Fig. 1: run 1, I/O nets highlighted
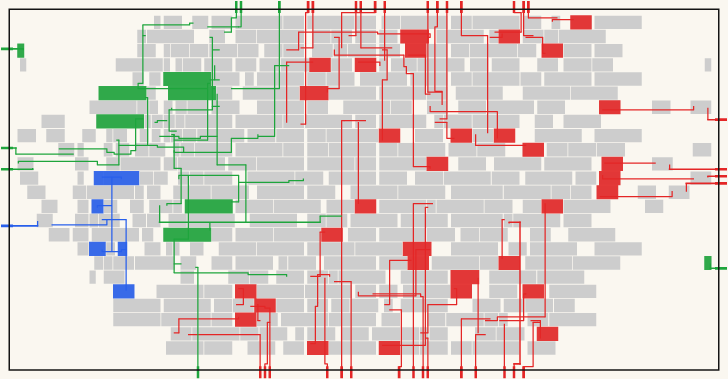
Fig. 2: run 1, cell classes on the final placement
Scale bar: 50 µm.
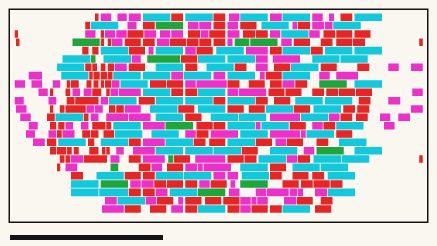
Fig. 3: run 1, congestion heat map
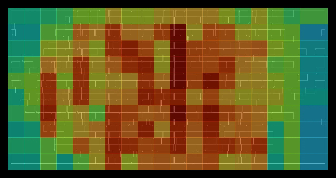
Fig. 4: run 1, routed metal per tile
Scale bar: 50 µm. 27 x 14 tiles, from dark purple (low) to yellow (high), scaled to the fullest tile. Values are wire area over tile area, all layers added.
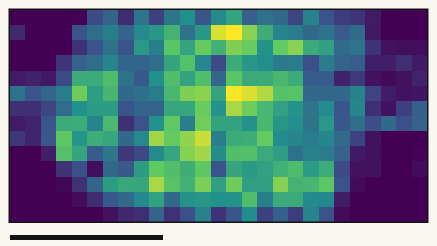
**src/rtl/fetch_pkg.sv**
```systemverilog
// Shared widths, reset PC and the buffered fetch-entry type for the fetch stage.
package fetch_pkg;

   localparam int unsigned ADDR_W      = 8;
   localparam int unsigned DATA_W      = 32;
   localparam logic [ADDR_W-1:0] RESET_PC = 8'h00;
   localparam int unsigned INSTR_BYTES = 4;

   typedef struct packed {
      logic [ADDR_W-1:0] pc;
      logic [DATA_W-1:0] instr;
   } fetch_entry_t;

endpackage

```
**src/rtl/fetch_skid_fifo.sv**
```systemverilog
// Two-entry skid FIFO holding {pc, instr} pairs between fetch and decode.
// Flush wins over push and pop; push when full is accepted only with a pop.
module fetch_skid_fifo
   import fetch_pkg::*;
(
   input  logic         clk_i,
   input  logic         rst_ni,
   input  logic         push_i,
   input  logic         pop_i,
   input  logic         flush_i,
   input  fetch_entry_t wdata_i,
   output fetch_entry_t rdata_o,
   output logic [1:0]   count_o
);

   fetch_entry_t mem_q [2];
   logic         rd_ptr_q, rd_ptr_d;
   logic         wr_ptr_q, wr_ptr_d;
   logic [1:0]   count_q, count_d;
   logic         do_push, do_pop;

   assign do_pop  = pop_i & (count_q != 2'd0);
   assign do_push = push_i & ((count_q != 2'd2) | do_pop);

   // Pointer and occupancy next-state; flush empties the buffer outright.
   always_comb begin
      rd_ptr_d = rd_ptr_q;
      wr_ptr_d = wr_ptr_q;
      count_d  = count_q;
      if (flush_i) begin
         rd_ptr_d = 1'b0;
         wr_ptr_d = 1'b0;
         count_d  = 2'd0;
      end else begin
         if (do_push) wr_ptr_d = ~wr_ptr_q;
         if (do_pop)  rd_ptr_d = ~rd_ptr_q;
         unique case ({do_push, do_pop})
            2'b10:   count_d = count_q + 2'd1;
            2'b01:   count_d = count_q - 2'd1;
            default: count_d = count_q;
         endcase
      end
   end

   // State registers; storage is cleared on reset so the head reads zero.
   always_ff @(posedge clk_i or negedge rst_ni) begin
      if (!rst_ni) begin
         rd_ptr_q <= 1'b0;
         wr_ptr_q <= 1'b0;
         count_q  <= 2'd0;
         mem_q[0] <= '0;
         mem_q[1] <= '0;
      end else begin
         rd_ptr_q <= rd_ptr_d;
         wr_ptr_q <= wr_ptr_d;
         count_q  <= count_d;
         if (do_push && !flush_i) mem_q[wr_ptr_q] <= wdata_i;
      end
   end

   assign rdata_o = mem_q[rd_ptr_q];
   assign count_o = count_q;

endmodule

```
**src/rtl/instr_fetch.sv**
```systemverilog
// Fetch stage: owns the PC, addresses the ROM, buffers up to two fetched words
// for decode and handles redirects that flush the buffer.
module instr_fetch
   import fetch_pkg::*;
(
   input  logic              clk,
   input  logic              rst_n,
   input  logic              enable,
   output logic [ADDR_W-1:0] rom_addr,
   input  logic [DATA_W-1:0] rom_data,
   input  logic              redirect_valid,
   input  logic [ADDR_W-1:0] redirect_pc,
   output logic              fetch_valid,
   output logic [DATA_W-1:0] fetch_instr,
   output logic [ADDR_W-1:0] fetch_pc,
   input  logic              fetch_ready,
   output logic              misalign
);

   localparam logic [ADDR_W-1:0] PcStep = ADDR_W'(INSTR_BYTES);

   logic [ADDR_W-1:0] pc_q, pc_d;
   logic              misalign_q, misalign_d;
   logic [1:0]        count;
   logic              pop, capture;
   fetch_entry_t      push_entry, head_entry;

   assign fetch_valid = (count != 2'd0);
   assign pop         = fetch_valid & fetch_ready;
   // A full buffer may still take a word when decode frees a slot this cycle.
   assign capture     = enable & ~redirect_valid & ((count != 2'd2) | pop);

   assign push_entry.pc    = pc_q;
   assign push_entry.instr = rom_data;

   // Next PC: redirect (word-aligned) beats sequential advance; wraps modulo 2^ADDR_W.
   always_comb begin
      pc_d       = pc_q;
      misalign_d = 1'b0;
      if (redirect_valid) begin
         pc_d       = {redirect_pc[ADDR_W-1:2], 2'b00};
         misalign_d = |redirect_pc[1:0];
      end else if (capture) begin
         pc_d = pc_q + PcStep;
      end
   end

   // PC and misalign pulse registers.
   always_ff @(posedge clk or negedge rst_n) begin
      if (!rst_n) begin
         pc_q       <= RESET_PC;
         misalign_q <= 1'b0;
      end else begin
         pc_q       <= pc_d;
         misalign_q <= misalign_d;
      end
   end

   fetch_skid_fifo u_fifo (
      .clk_i   (clk),
      .rst_ni  (rst_n),
      .push_i  (capture),
      .pop_i   (pop),
      .flush_i (redirect_valid),
      .wdata_i (push_entry),
      .rdata_o (head_entry),
      .count_o (count)
   );

   assign rom_addr    = pc_q;
   assign fetch_pc    = head_entry.pc;
   assign fetch_instr = head_entry.instr;
   assign misalign    = misalign_q;

endmodule

```
**config.mk**
```make
export PLATFORM = sky130hd
export DESIGN_NAME = instr_fetch
export DESIGN_NICKNAME = d
export VERILOG_FILES = /design/src/rtl/fetch_pkg.sv /design/src/rtl/fetch_skid_fifo.sv /design/src/rtl/instr_fetch.sv
export SDC_FILE = /design/constraint.sdc
export NUM_CORES = 1
export LEC_CHECK = 0
export CAP_MARGIN = 20
export CORE_ASPECT_RATIO = 0.5
export CORE_UTILIZATION = 45
export DETAILED_ROUTE_END_ITERATION = 7
export PLACE_DENSITY = 0.86
export SLEW_MARGIN = 10
export SYNTH_ARGS = -nofsm -noshare
export SYNTH_HDL_FRONTEND = slang
export SYNTH_SLANG_ARGS = --single-unit
```
**constraint.sdc**
```tcl
create_clock -name clk -period 1.7 [get_ports clk]
set_clock_uncertainty 0.05 [all_clocks]
set_input_delay 0.34 -clock clk [delete_from_list [all_inputs] [get_ports clk]]
set_output_delay 0.34 -clock clk [all_outputs]
set_load 0.02 [all_outputs]
```
==> impl_metrics.env, run 1 <==
# flow metrics
export IMPL_hp_class="in2async"
export IMPL_io_pins=95
export IMPL_leakage_nw=2.75
export IMPL_firstDrtPassIters=6
export IMPL_power_share_switching=0.298
export IMPL_worstSetupStartpointType="flip-flop"
export IMPL_clk_path_buf_depth=2
export IMPL_hold_viol=31
export IMPL_maxCapViolations=0
export IMPL_reg2reg_to="u_fifo.mem_q[22]"
export IMPL_violations="DRC, hold timing, setup timing"
export IMPL_chip_area_mm2=0.00939
export IMPL_clock_latency_ns=0.34
export IMPL_mux_share=0.336
export IMPL_synth_edff_count=0
export IMPL_rsz0062_at_grt="true"
export IMPL_whs_ns=-0.0301
export IMPL_cts_buffers=9
export IMPL_crit_type="reg2out"
export IMPL_met2RoutedLength_um=6200
export IMPL_rrSetupSlack_ns=-0.06
export IMPL_yosys_stat_cells=277
export IMPL_syn2layout_area_growth_pct=47.4
export IMPL_powerDensity_mw_per_mm2=1210
export IMPL_clkTransAtPathRegs_ns=0.06
export IMPL_root_buffer="clkbuf_16"
export IMPL_nets=447
export IMPL_viasPerCell=5.53
export IMPL_critPathMaxFanout=9
export IMPL_grt_busiest_layer="met2"
export IMPL_crit_family="buffers and inverters"
export IMPL_antenna_found_initial=0
export IMPL_crit_start="u_fifo.rd_ptr_q"
export IMPL_met1_length_um=4910
export IMPL_synth_seq_share=0.539
export IMPL_cp_data_required_time_ns=1.31
export IMPL_grt_max_degree=88
export IMPL_place_inst=487
export IMPL_arrival_ns=1.54
export IMPL_synthTopLogicFamily="multiplexers"
export IMPL_setup_tns_ns=-8.42
export IMPL_synth_flop_count=87
export IMPL_setup_violations=73
export IMPL_status="finished with violations"
export IMPL_slowest_delay_ns=0.37
export IMPL_drc=1
export IMPL_dp_hpwl_um=6030
export IMPL_vdd_drop_max_mv=0.790
export IMPL_syn_instance_count=277
export IMPL_vias=2882
export IMPL_grtUsageMet3=0.0684
export IMPL_yosysWarnings=0
export IMPL_synth_area_mm2=0.00404
export IMPL_crit_end="fetch_instr[25]"
export IMPL_pre_cts_ws_ns=-0.401
export IMPL_crit_buf_inv=3
export IMPL_cts_tree="built"
export IMPL_cts_sinks=87
export IMPL_clock_power_share=0.274
export IMPL_syn_avg_cell_area_um2=14.6
export IMPL_power_net_switching_mw=2.14
export IMPL_path_depth=4
export IMPL_synthArstFlopShare=1.00
export IMPL_num_antenna_cells=0
export IMPL_simple_gate_area_frac=0.0489
export IMPL_drive_gt1_frac=0.495
export IMPL_dieWidth_um=136
export IMPL_lay_top_count="dfrtp_1"
export IMPL_synth_adder_area_share=0.00310
export IMPL_h_tree_depth=3
export IMPL_maxSlewViolCount=0
export IMPL_internal_power_mw=5.04
export IMPL_port_buffers=90
export IMPL_ys_sh_xor=0.00217
export IMPL_period_needed_ns=1.93
export IMPL_drt_initial_drc_count=188
export IMPL_setup_ws_ns=-0.231
Back to the opening pictures, Fig. 1:
port	colour	direction	edge	end cells	wire
rom_addr	green	output	3 left, 3 top, 1 right, 1 bottom	8	465 µm
fetch_instr	red	output	15 bottom, 13 top, 4 right	32	974 µm
fetch_ready	blue	input	left	6	62.2 µm

Back to the opening pictures, Fig. 2:
class	colour	cells
clock drivers and dummy loads	green	14
sequential cells	cyan	87
remaining buffers and delay cells	magenta	129
remaining logic cells	red	174
Seq area share: 0.366
Util after Layout: 0.684
CORE AREA: 0.00871 mm²
cell area after layout: 0.00596 mm²

Back to the opening pictures, Fig. 3:
routing usage on met1: 0.282
GR Util met2: 0.433
GRT Total Usage: 0.246
drt wl/cell: 23.1 µm

Back to the opening pictures, Fig. 4:
emptiest ninth of the die	bottom left
densest ninth of the die	middle
mean over tiles	0.20
nearly empty tiles	16%

## run 1: cells in the mapped netlist (2+ instances only)
cell | number | area share
buf_12 | 2 | 0.0099
mux2_1 | 17 | 0.047
o211ai_1 | 2 | 0.0037
nand2_1 | 4 | 0.0037
buf_2 | 3 | 0.0037
buf_4 | 5 | 0.0093
clkbuf_1 | 5 | 0.0046
nor2_1 | 7 | 0.0065
o21ai_0 | 10 | 0.012
dfrtp_1 | 87 | 0.54
or4_1 | 2 | 0.0037
nor2b_1 | 2 | 0.0031
a31oi_1 | 3 | 0.0046
mux2_2 | 77 | 0.21
buf_6 | 4 | 0.011
or3_1 | 3 | 0.0046
nand4_1 | 2 | 0.0031
nand3_1 | 3 | 0.0037
mux2_4 | 20 | 0.074
a21oi_1 | 2 | 0.0025
## run 1: sequential cells by signal, indices dropped and copies added, names as in the netlist
signal	flops
misalign	1
rom_addr	6
u_fifo.count_o	2
u_fifo.mem_q	76
u_fifo.rd_ptr_q	1
u_fifo.wr_ptr_q	1
## run 1: timing repair
item | 4_1_cts | 5_1_grt
setup endpoints to repair | 99 | 107
hold buffers | 0 | 0
gates cloned | 6 | 5
pin swaps | 4 | 2
gates resized | 212 | 63
buffers inserted | 10 | 3
## run 1: layout make-up
class	instances	area, µm²
Tap cell	117	146
Timing Repair Buffer	129	1460
Clock buffer	10	239
Multi-Input combinational cell	172	1880
Fill cell	531	2750
Inverter	2	7.51
Sequential cell	87	2180
Clock inverter	4	47.5
## run 1: power groups by stage
stage,Sequential [mW],Clock (mW),Combinational [mW]
floorplan,2.76,0,1.19
global placement,2.79,0,1.93
detailed placement,2.84,0,1.99
CTS,2.83,1.95,1.98
global route,2.93,2.08,2.42
finish,2.90,1.97,2.32
==> run 2, diff against run 1 <==
--- a/config.mk
+++ b/config.mk
@@ -10,6 +10,8 @@
 export CORE_UTILIZATION = 45
 export DETAILED_ROUTE_END_ITERATION = 7
 export PLACE_DENSITY = 0.86
+export RECOVER_POWER = 50
+export REMOVE_ABC_BUFFERS = 1
 export SLEW_MARGIN = 10
 export SYNTH_ARGS = -nofsm -noshare
 export SYNTH_HDL_FRONTEND = slang
Fig. 5: run 2, cells by drive strength
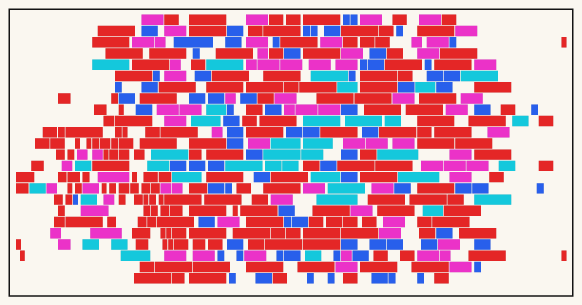
size	colour	cells	share
x6 and larger	cyan	37	9.3%
x1 and smaller	red	204	51%
x2	blue	83	21%
x3 and x4	magenta	74	19%

==> impl_metrics.env, run 2 <==
# flow metrics
export IMPL_top_register="u_fifo.mem_q"
export IMPL_cts_hold_buf=1
export IMPL_drc=1
export IMPL_synthArstFlopShare=1.00
export IMPL_clk_path_buf_depth=2
export IMPL_cts_tree="built"
export IMPL_power_net_switching_mw=1.99
export IMPL_syn2layout_area_growth_pct=40.2
export IMPL_grt_max_degree=34
export IMPL_fmaxAchievable_ghz=0.526
export IMPL_maxCapViolations=0
export IMPL_min_to="u_fifo.mem_q[57]"
export IMPL_fin_crit_sh=1.12
export IMPL_area_leaders="dfrtp_1 54%, mux2_2 21%, mux2_4 7.4%"
export IMPL_rsz0062_at_grt="true"
export IMPL_yosysTopAreaCell="dfrtp_1"
export IMPL_synth_flop_count=87
export IMPL_clkTransAtPathRegs_ns=0.06
export IMPL_port_buffers=90
export IMPL_violations="DRC, setup timing"
export IMPL_yosys_top_cells_count="87 x dfrtp_1, 77 x mux2_2, 20 x mux2_4, 17 x mux2_1, 10 x o21ai_0"
export IMPL_period_needed_ns=1.90
export IMPL_nets=439
export IMPL_grt_met1_usage=0.278
export IMPL_firstDrtPassIters=6
export IMPL_grt_overflow=0
export IMPL_drt_initial_drc_count=120
export IMPL_crit_buf_inv=2
export IMPL_synth_edff_count=0
export IMPL_utilization=0.651
export IMPL_whs_ns=0.441
export IMPL_setup_violations=59
export IMPL_grt_use_total=0.242
export IMPL_root_buffer="clkbuf_16"
export IMPL_post_synth_ao_oa_area_fraction=0.0294
export IMPL_clock_latency_ns=0.34
export IMPL_crit_family="flip-flops"
export IMPL_clock_power_share=0.283
export IMPL_power_share_switching=0.292
export IMPL_syn_instance_count=277
export IMPL_dieWidth_um=136
export IMPL_arrival_ns=1.51
export IMPL_yosys_stat_cells=277
export IMPL_yosysWarnings=0
export IMPL_powerDensity_mw_per_mm2=1200
export IMPL_synth_adder_area_share=0.00310
export IMPL_synth_area_mm2=0.00404
export IMPL_ys_sh_xor=0.00217
export IMPL_synth_dominant_cell_count="dfrtp_1"
export IMPL_maxSlewViolCount=0
export IMPL_crit_start="u_fifo.rd_ptr_q"
export IMPL_viasPerCell=5.40
export IMPL_log_warning_count=27
export IMPL_antenna_found_initial=0
export IMPL_hold_viol=0
export IMPL_post_drt_wl_per_cell_um=21.1
export IMPL_lay_top_count="dfrtp_1"
export IMPL_synth_seq_share=0.539
export IMPL_grt_busiest_layer="met2"
export IMPL_worstSetupStartpointType="flip-flop"
export IMPL_ys_flop_type="dfrtp_1"
export IMPL_simple_gate_area_frac=0.0489
export IMPL_vias=2780
export IMPL_met1_length_um=4420
export IMPL_rrSetupSlack_ns=-0.05
export IMPL_cts_resized=208
export IMPL_reg2reg_to="u_fifo.mem_q[16]"
export IMPL_leakage_nw=2.61
export IMPL_dp_hpwl_um=6310
export IMPL_mux_share=0.336
export IMPL_critPathMaxFanout=19
export IMPL_core_area_mm2=0.00871
export IMPL_cts_setup_buffers=8
export IMPL_rows=24
export IMPL_setup_ws_ns=-0.200
export IMPL_mostFrequentLayoutCells="86 x dfrtp_1, 53 x mux2_2, 51 x mux2_4"
export IMPL_grt_pass1_wl_um=16800
export IMPL_h_tree_depth=3
export IMPL_syn_avg_cell_area_um2=14.6
export IMPL_use_met2=0.430
export IMPL_slowest_delay_ns=0.43
export IMPL_met2RoutedLength_um=5720
export IMPL_drive_gt1_frac=0.487
export IMPL_fillers=606
export IMPL_cts_buffers=9
export IMPL_status="finished with violations"
export IMPL_cp_data_required_time_ns=1.31
export IMPL_setup_tns_ns=-6.86
export IMPL_end_kind="output pin"
export IMPL_yosys_area_top_type_share=0.539
export IMPL_chip_area_mm2=0.00939
export IMPL_crit_type="reg2out"
export IMPL_grtUsageMet3=0.0611
export IMPL_internal_power_mw=4.83
-- run 2: power by group through the flow --
| stage | Combinational (mW) | Clock, mW | Sequential, mW |
|---|---|---|---|
| 2_1_floorplan | 1.14 | 0 | 2.78 |
| 3_3_place_gp | 1.92 | 0 | 2.79 |
| 3_5_place_dp | 1.99 | 0 | 2.85 |
| 4_1_cts | 1.95 | 1.94 | 2.84 |
| 5_1_grt | 2.12 | 2.07 | 2.91 |
| 6_report | 2.02 | 1.93 | 2.86 |
-- run 2: final cells by class --
type	instances	area (µm²)	area share
flip-flops and latches	87	2180	0.384
inverters	2	7.51	0.00132
clock buffers	14	284	0.0501
well taps	117	146	0.0258
repair buffers	121	1180	0.209
multi-input cells	172	1860	0.328
clock inverters	2	12.5	0.00221
-- run 2: worst max path at each step --
stage / end / slack (ns) / cells past startpoint
3_5_place_dp: u_fifo.mem_q[11] / -0.44 / 5
4_1_cts: fetch_pc[2] / -0.31 / 3
2_1_floorplan: u_fifo.mem_q[40] / -1.68 / 3
6_report: fetch_instr[9] / -0.20 / 3
5_1_grt: fetch_instr[9] / -0.22 / 3
3_3_place_gp: u_fifo.mem_q[7] / -0.38 / 5
-- run 2: worst register-to-register path, stage by stage (launching register included) --
cell and delay, ns:
dfrtp_1 0.40, or3b_4 0.42, nand4_4 0.16, buf_12 0.15, buf_16 0.14, mux2_4 0.31
-- run 2: through the flow --
step / total power [mW] / cell area, µm² / instances / setup WS, ns
6_report: 6.82 / 5670 / 515 / -0.200
5_1_grt: 7.10 / 5670 / 515 / -0.222
4_1_cts: 6.72 / 5600 / 513 / -0.309
3_5_place_dp: 4.84 / 5120 / 483 / -0.439
3_3_place_gp: 4.71 / 5120 / 483 / -0.382
2_1_floorplan: 3.92 / 3900 / 261 / -1.68
No activity file was given, so power comes from the tool's default toggle rates.
